--- src/rtl/alu_pkg.sv ---
// Shared definitions for the ALU sequencer: one-hot ALU commands, FSM state
// encoding and the one-hot legality test applied to incoming commands.
package alu_pkg;

  localparam int CMD_W = 6;

  localparam logic [CMD_W-1:0] CMD_SUB = 6'b000001;
  localparam logic [CMD_W-1:0] CMD_ADD = 6'b000010;
  localparam logic [CMD_W-1:0] CMD_SL  = 6'b000100;
  localparam logic [CMD_W-1:0] CMD_XOR = 6'b001000;
  localparam logic [CMD_W-1:0] CMD_OR  = 6'b010000;
  localparam logic [CMD_W-1:0] CMD_AND = 6'b100000;

  typedef enum logic [1:0] {
    ST_IDLE   = 2'd0,
    ST_SETUP  = 2'd1,
    ST_STROBE = 2'd2,
    ST_RESP   = 2'd3
  } state_e;

  function automatic logic is_onehot(input logic [CMD_W-1:0] cmd);
    return $countones(cmd) == 1;
  endfunction

endpackage

--- src/rtl/rr_arbiter2.sv ---
// Two-input round-robin arbiter: combinational grant, with the last winner
// remembered so that a tie goes to the other requester.
module rr_arbiter2 (
  input  logic       clk,
  input  logic       resetn,
  input  logic [1:0] valid_i,
  input  logic       accept_i,
  output logic [1:0] grant_o
);

  logic last_q;

  // NOTE: a default assignment at the top of always_comb keeps every path
  // driven, so no latch is inferred.
  always_comb begin
    grant_o = valid_i;
    if (valid_i == 2'b11) grant_o = last_q ? 2'b01 : 2'b10;
  end

  // last_q starts at 1 so requester 0 wins the first tie.
  always_ff @(posedge clk) begin
    if (!resetn)       last_q <= 1'b1;
    else if (accept_i) last_q <= grant_o[1];
  end

endmodule

--- src/rtl/alu_sequencer.sv ---
// Shares one strobed ALU between two requesters: arbitrate, issue the command
// over SETUP/STROBE, capture the result and return a one-cycle response.
module alu_sequencer
  import alu_pkg::*;
#(
  parameter int WIDTH = 32,
  parameter int CMDW  = 6
) (
  input  logic             clk,
  input  logic             resetn,
  input  logic             req0_valid,
  input  logic             req1_valid,
  output logic             req0_ready,
  output logic             req1_ready,
  input  logic [CMDW-1:0]  req0_cmd,
  input  logic [CMDW-1:0]  req1_cmd,
  input  logic [WIDTH-1:0] req0_a,
  input  logic [WIDTH-1:0] req1_a,
  input  logic [WIDTH-1:0] req0_b,
  input  logic [WIDTH-1:0] req1_b,
  output logic             rsp0_valid,
  output logic             rsp1_valid,
  output logic [WIDTH-1:0] rsp_result,
  output logic             rsp_zero,
  output logic             rsp_err,
  output logic             ALUenable,
  output logic [CMDW-1:0]  command,
  output logic [WIDTH-1:0] data1,
  output logic [WIDTH-1:0] data2,
  input  logic [WIDTH-1:0] ALUresult,
  input  logic             ALUzero
);

  state_e           state_q;
  logic             owner_q;
  logic             alu_enable_q;
  logic [CMDW-1:0]  command_q;
  logic [WIDTH-1:0] data1_q, data2_q;
  logic             rsp0_valid_q, rsp1_valid_q;
  logic [WIDTH-1:0] rsp_result_q;
  logic             rsp_zero_q, rsp_err_q;

  logic [1:0]       grant;
  logic             accept;
  logic             sel;
  logic [CMDW-1:0]  sel_cmd;
  logic [WIDTH-1:0] sel_a, sel_b;

  rr_arbiter2 u_arb (
    .clk      (clk),
    .resetn   (resetn),
    .valid_i  ({req1_valid, req0_valid}),
    .accept_i (accept),
    .grant_o  (grant)
  );

  assign req0_ready = (state_q == ST_IDLE) && grant[0];
  assign req1_ready = (state_q == ST_IDLE) && grant[1];
  assign accept     = (req0_valid && req0_ready) || (req1_valid && req1_ready);
  assign sel        = grant[1];
  assign sel_cmd    = sel ? req1_cmd : req0_cmd;
  assign sel_a      = sel ? req1_a   : req0_a;
  assign sel_b      = sel ? req1_b   : req0_b;

  // NOTE: sequential state uses non-blocking assignments only, so every
  // register samples the pre-edge values regardless of statement order.
  always_ff @(posedge clk) begin
    if (!resetn) begin
      state_q      <= ST_IDLE;
      owner_q      <= 1'b0;
      alu_enable_q <= 1'b0;
      command_q    <= '0;
      data1_q      <= '0;
      data2_q      <= '0;
      rsp0_valid_q <= 1'b0;
      rsp1_valid_q <= 1'b0;
      rsp_result_q <= '0;
      rsp_zero_q   <= 1'b0;
      rsp_err_q    <= 1'b0;
    end else begin
      rsp0_valid_q <= 1'b0;
      rsp1_valid_q <= 1'b0;
      case (state_q)
        ST_IDLE: begin
          if (accept) begin
            owner_q <= sel;
            if (is_onehot(sel_cmd)) begin
              command_q <= sel_cmd;
              data1_q   <= sel_a;
              data2_q   <= sel_b;
              state_q   <= ST_SETUP;
            end else begin
              // Illegal command: answer at once, the ALU is never touched.
              rsp_result_q <= '0;
              rsp_zero_q   <= 1'b0;
              rsp_err_q    <= 1'b1;
              rsp0_valid_q <= ~sel;
              rsp1_valid_q <= sel;
              state_q      <= ST_RESP;
            end
          end
        end
        ST_SETUP: begin
          alu_enable_q <= 1'b1;
          state_q      <= ST_STROBE;
        end
        ST_STROBE: begin
          alu_enable_q <= 1'b0;
          rsp_result_q <= ALUresult;
          rsp_zero_q   <= ALUzero;
          rsp_err_q    <= 1'b0;
          rsp0_valid_q <= ~owner_q;
          rsp1_valid_q <= owner_q;
          state_q      <= ST_RESP;
        end
        ST_RESP:  state_q <= ST_IDLE;
        default:  state_q <= ST_IDLE;
      endcase
    end
  end

  assign ALUenable  = alu_enable_q;
  assign command    = command_q;
  assign data1      = data1_q;
  assign data2      = data2_q;
  assign rsp0_valid = rsp0_valid_q;
  assign rsp1_valid = rsp1_valid_q;
  assign rsp_result = rsp_result_q;
  assign rsp_zero   = rsp_zero_q;
  assign rsp_err    = rsp_err_q;

endmodule

--- config.mk ---
export PLATFORM = sky130hd
export DESIGN_NAME = alu_sequencer
export DESIGN_NICKNAME = d
export VERILOG_FILES = /design/src/rtl/alu_pkg.sv /design/src/rtl/rr_arbiter2.sv /design/src/rtl/alu_sequencer.sv
export SDC_FILE = /design/constraint.sdc
export NUM_CORES = 1
export LEC_CHECK = 0
export CELL_PAD_IN_SITES_DETAIL_PLACEMENT = 1
export CELL_PAD_IN_SITES_GLOBAL_PLACEMENT = 1
export CORE_MARGIN = 2
export CORE_UTILIZATION = 26
export CTS_CLUSTER_SIZE = 10
export DETAILED_ROUTE_END_ITERATION = 6
export PLACE_DENSITY_LB_ADDON = 0.1
export SETUP_SLACK_MARGIN = 0.15
export SYNTH_ARGS = -nofsm -noshare
export SYNTH_HDL_FRONTEND = slang
export SYNTH_SLANG_ARGS = --single-unit
--- constraint.sdc ---
create_clock -name clk -period 5.3 [get_ports clk]
set_input_delay 1.06 -clock clk [delete_from_list [all_inputs] [get_ports clk]]
set_output_delay 1.06 -clock clk [all_outputs]
set_load 0.1 [all_outputs]
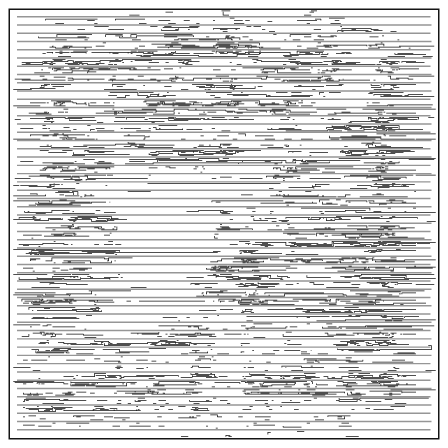
*Metal 1, run 1*
Supply wires on this layer in gray.
- main direction: horizontal
- share of all routed wire: 44%
- nets with wire on the layer: 911
- wire length on this layer: 8880 um

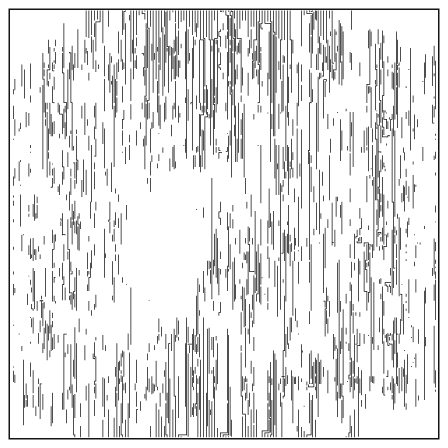
*Signal wires on met2, run 1*
- wire length on this layer: 9220 um
- share of all routed wire: 46%

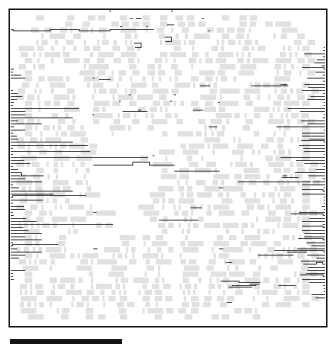
*The metal 3 layer, run 1*
Scale bar: 50 um.
- longest straight run: 60.9 um
- nets with wire on the layer: 175

==> out/metrics.cfg, run 1 <==
[setup_path]
reg2reg_to=data2[3]
cpPeakStageDelay_ns=0.54
cp-endpoint=data2[3]
crit_chain=clkdlybuf4s50_1, a21bo_2, nand2_1, nand2_1, fa_1, inv_1, fa_1, inv_1, ha_1, fa_1, nor3b_2, and2_2, buf_12, a311oi_1

[run]
max-cap-violations=0

[pwr]
p_comb_mw=3.33
power_density_mw_per_mm2=635
total_power_mw=5.22
swShare=0.557

[final_layout]
ff_count=111
nClkBuffers=13
buffers=302
final_cell_mix=282 x clkdlybuf4s50_1, 211 x nand2_1, 111 x dfxtp_1
syn2layout_area_growth_pct=68.7
largest_cell_class=buffers

[synthesis]
yosysUniqueCellTypes=36
yosys.cell_count.top_type=nand2_1
edf_count=0
synthTopLogicFamily=AND-OR/OR-AND gates

[floorplan]
num_tap_cells=234
dieArea_mm2=0.0199
die_w_um=141
fp-row-count=50

[grt]
grt_pass1_wl_um=30800
grt_util_met2=0.311

[hold_path]
min_path_type=reg2reg

[final_timing]
rsz0062_at_grt=false
min_period_ns=4.72

[route]
drt-met1-wl_um=8880
vias=5553
wl_met3_um=1530
highest_layer=met4

[clock_network]
postCtsSetupBuffers=0

[placement]
dp_hpwl_um=14100

[status]
status=complete, no violations

==> inputs of run 2 (changes only) <==
--- a/config.mk
+++ b/config.mk
@@ -8,11 +8,12 @@
 export CELL_PAD_IN_SITES_DETAIL_PLACEMENT = 1
 export CELL_PAD_IN_SITES_GLOBAL_PLACEMENT = 1
 export CORE_MARGIN = 2
-export CORE_UTILIZATION = 26
+export CORE_UTILIZATION = 28
 export CTS_CLUSTER_SIZE = 10
 export DETAILED_ROUTE_END_ITERATION = 6
 export PLACE_DENSITY_LB_ADDON = 0.1
 export SETUP_SLACK_MARGIN = 0.15
 export SYNTH_ARGS = -nofsm -noshare
 export SYNTH_HDL_FRONTEND = slang
+export SYNTH_HIERARCHICAL = 1
 export SYNTH_SLANG_ARGS = --single-unit
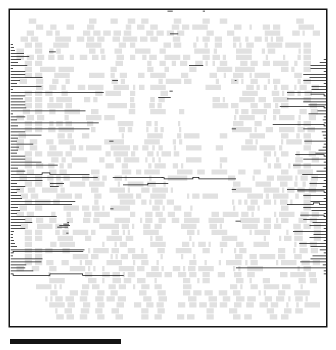
*The metal 3 layer, run 2*
Scale bar: 50 um.
- longest straight run: 41.6 um
- share of all routed wire: 7.7%
- main direction: horizontal
- nets with wire on the layer: 158

==> run 2 against run 1 <==
Compared with the run above: global-route usage shrank 1.4 points; register-to-register slack lost 0.19 ns; worst setup slack lost 0.28 ns; core utilization grew 1.9 points; sequential share of layout area shrank 1.5 points; critical path type unchanged; critical path depth shrank 1; count of clock-buffer cells in the layout grew 2.
==> out/metrics.cfg, run 2 <==
[status]
status=complete, no violations

[floorplan]
core_mm2=0.0188
fp-row-count=50
num_tap_cells=234
die_w_um=142
io_pins=286
dieArea_mm2=0.0203

[pwr]
top_power_group=combinational cells
p_leak_nw=3.30
total_power_mw=3.78
p_comb_mw=2.11
power_density_mw_per_mm2=435
p_int_mw=1.97
clockPowerShare=0.171
swShare=0.480

[synthesis]
ys_sh_aoi=0.121
synthMuxAreaShare=0.266
synthTopLogicFamily=multiplexers
synthSimpleGateAreaFrac=0.123
synth.net_count=747
yosys.cell_count.top_type=dfxtp_1
yosys.area_share.xor_xnor=0
yosysUniqueCellTypes=36
edf_count=0

[setup_path]
rrSetupSlack_ns=1.19
crit_chain=clkdlybuf4s50_1, a21boi_4, mux2_2, fa_1, inv_1, fa_1, inv_1, ha_1, fa_1, nor3b_4, buf_6, a31oi_1, a311oi_1
cp.required_ns=5.52
reg2reg_to=data2[15]
cp.arrival_ns=5.21
cp-endpoint=data2[15]
cpPeakStageDelay_ns=0.55

[final_layout]
syn2layout_area_growth_pct=62.3
ff_count=111
post-route-util=0.463
buffers=300
finalNonFillerCells=1054
clockNetworkAreaShare=0.0320
lay_top_count=clkdlybuf4s50_1
final_cell_mix=282 x clkdlybuf4s50_1, 111 x dfxtp_1, 104 x nand2_1
n_all_inverters=10
fill_cells=2093
final-comb-area_mm2=0.00287
non_clock_buffer_area_share=0.344
nClkBuffers=15
largest_cell_class=buffers

[grt]
grt_util_met2=0.323
grt_pass1_vias=5429
track_usage=0.179
grt_pass1_wl_um=28800
grt_max_degree=81
overflow=0
met1_usage=0.208

[placement]
dp_hpwl_um=13800
place_congestion=0.729

[clock_network]
cts_made_buffers=9
cts_sinks=111
ctsHoldBuffers=0
postCtsSetupBuffers=0

[route]
drt-met1-wl_um=7630
ant_nets=0
wl_met3_um=1420
drc=0
met2_length_um=9260
vias=5199
highest_layer=met4

[run]
max-cap-violations=0

[final_timing]
clock.fmax_mhz=200
whs_ns=0.455
worst_slack_ns=0.308
fin_worst_skew_ns=0.00795
hold_viol=0
rsz0062_at_grt=false
setup_tns_ns=0
min_period_ns=4.99
finalCritPeriodShare=0.942

[hold_path]
hold_end=rsp0_valid
min_path_type=reg2reg

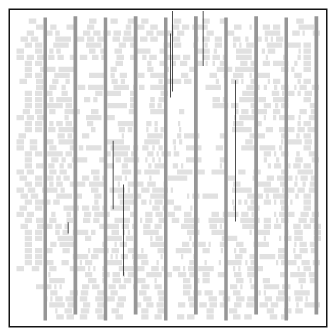
*M4 wires, run 2*
Supply wires on this layer in gray.
- nets with wire on the layer: 6
- main direction: vertical
- share of all routed wire: 1.2%
- longest straight run: 63.2 um
- wire length on this layer: 229 um

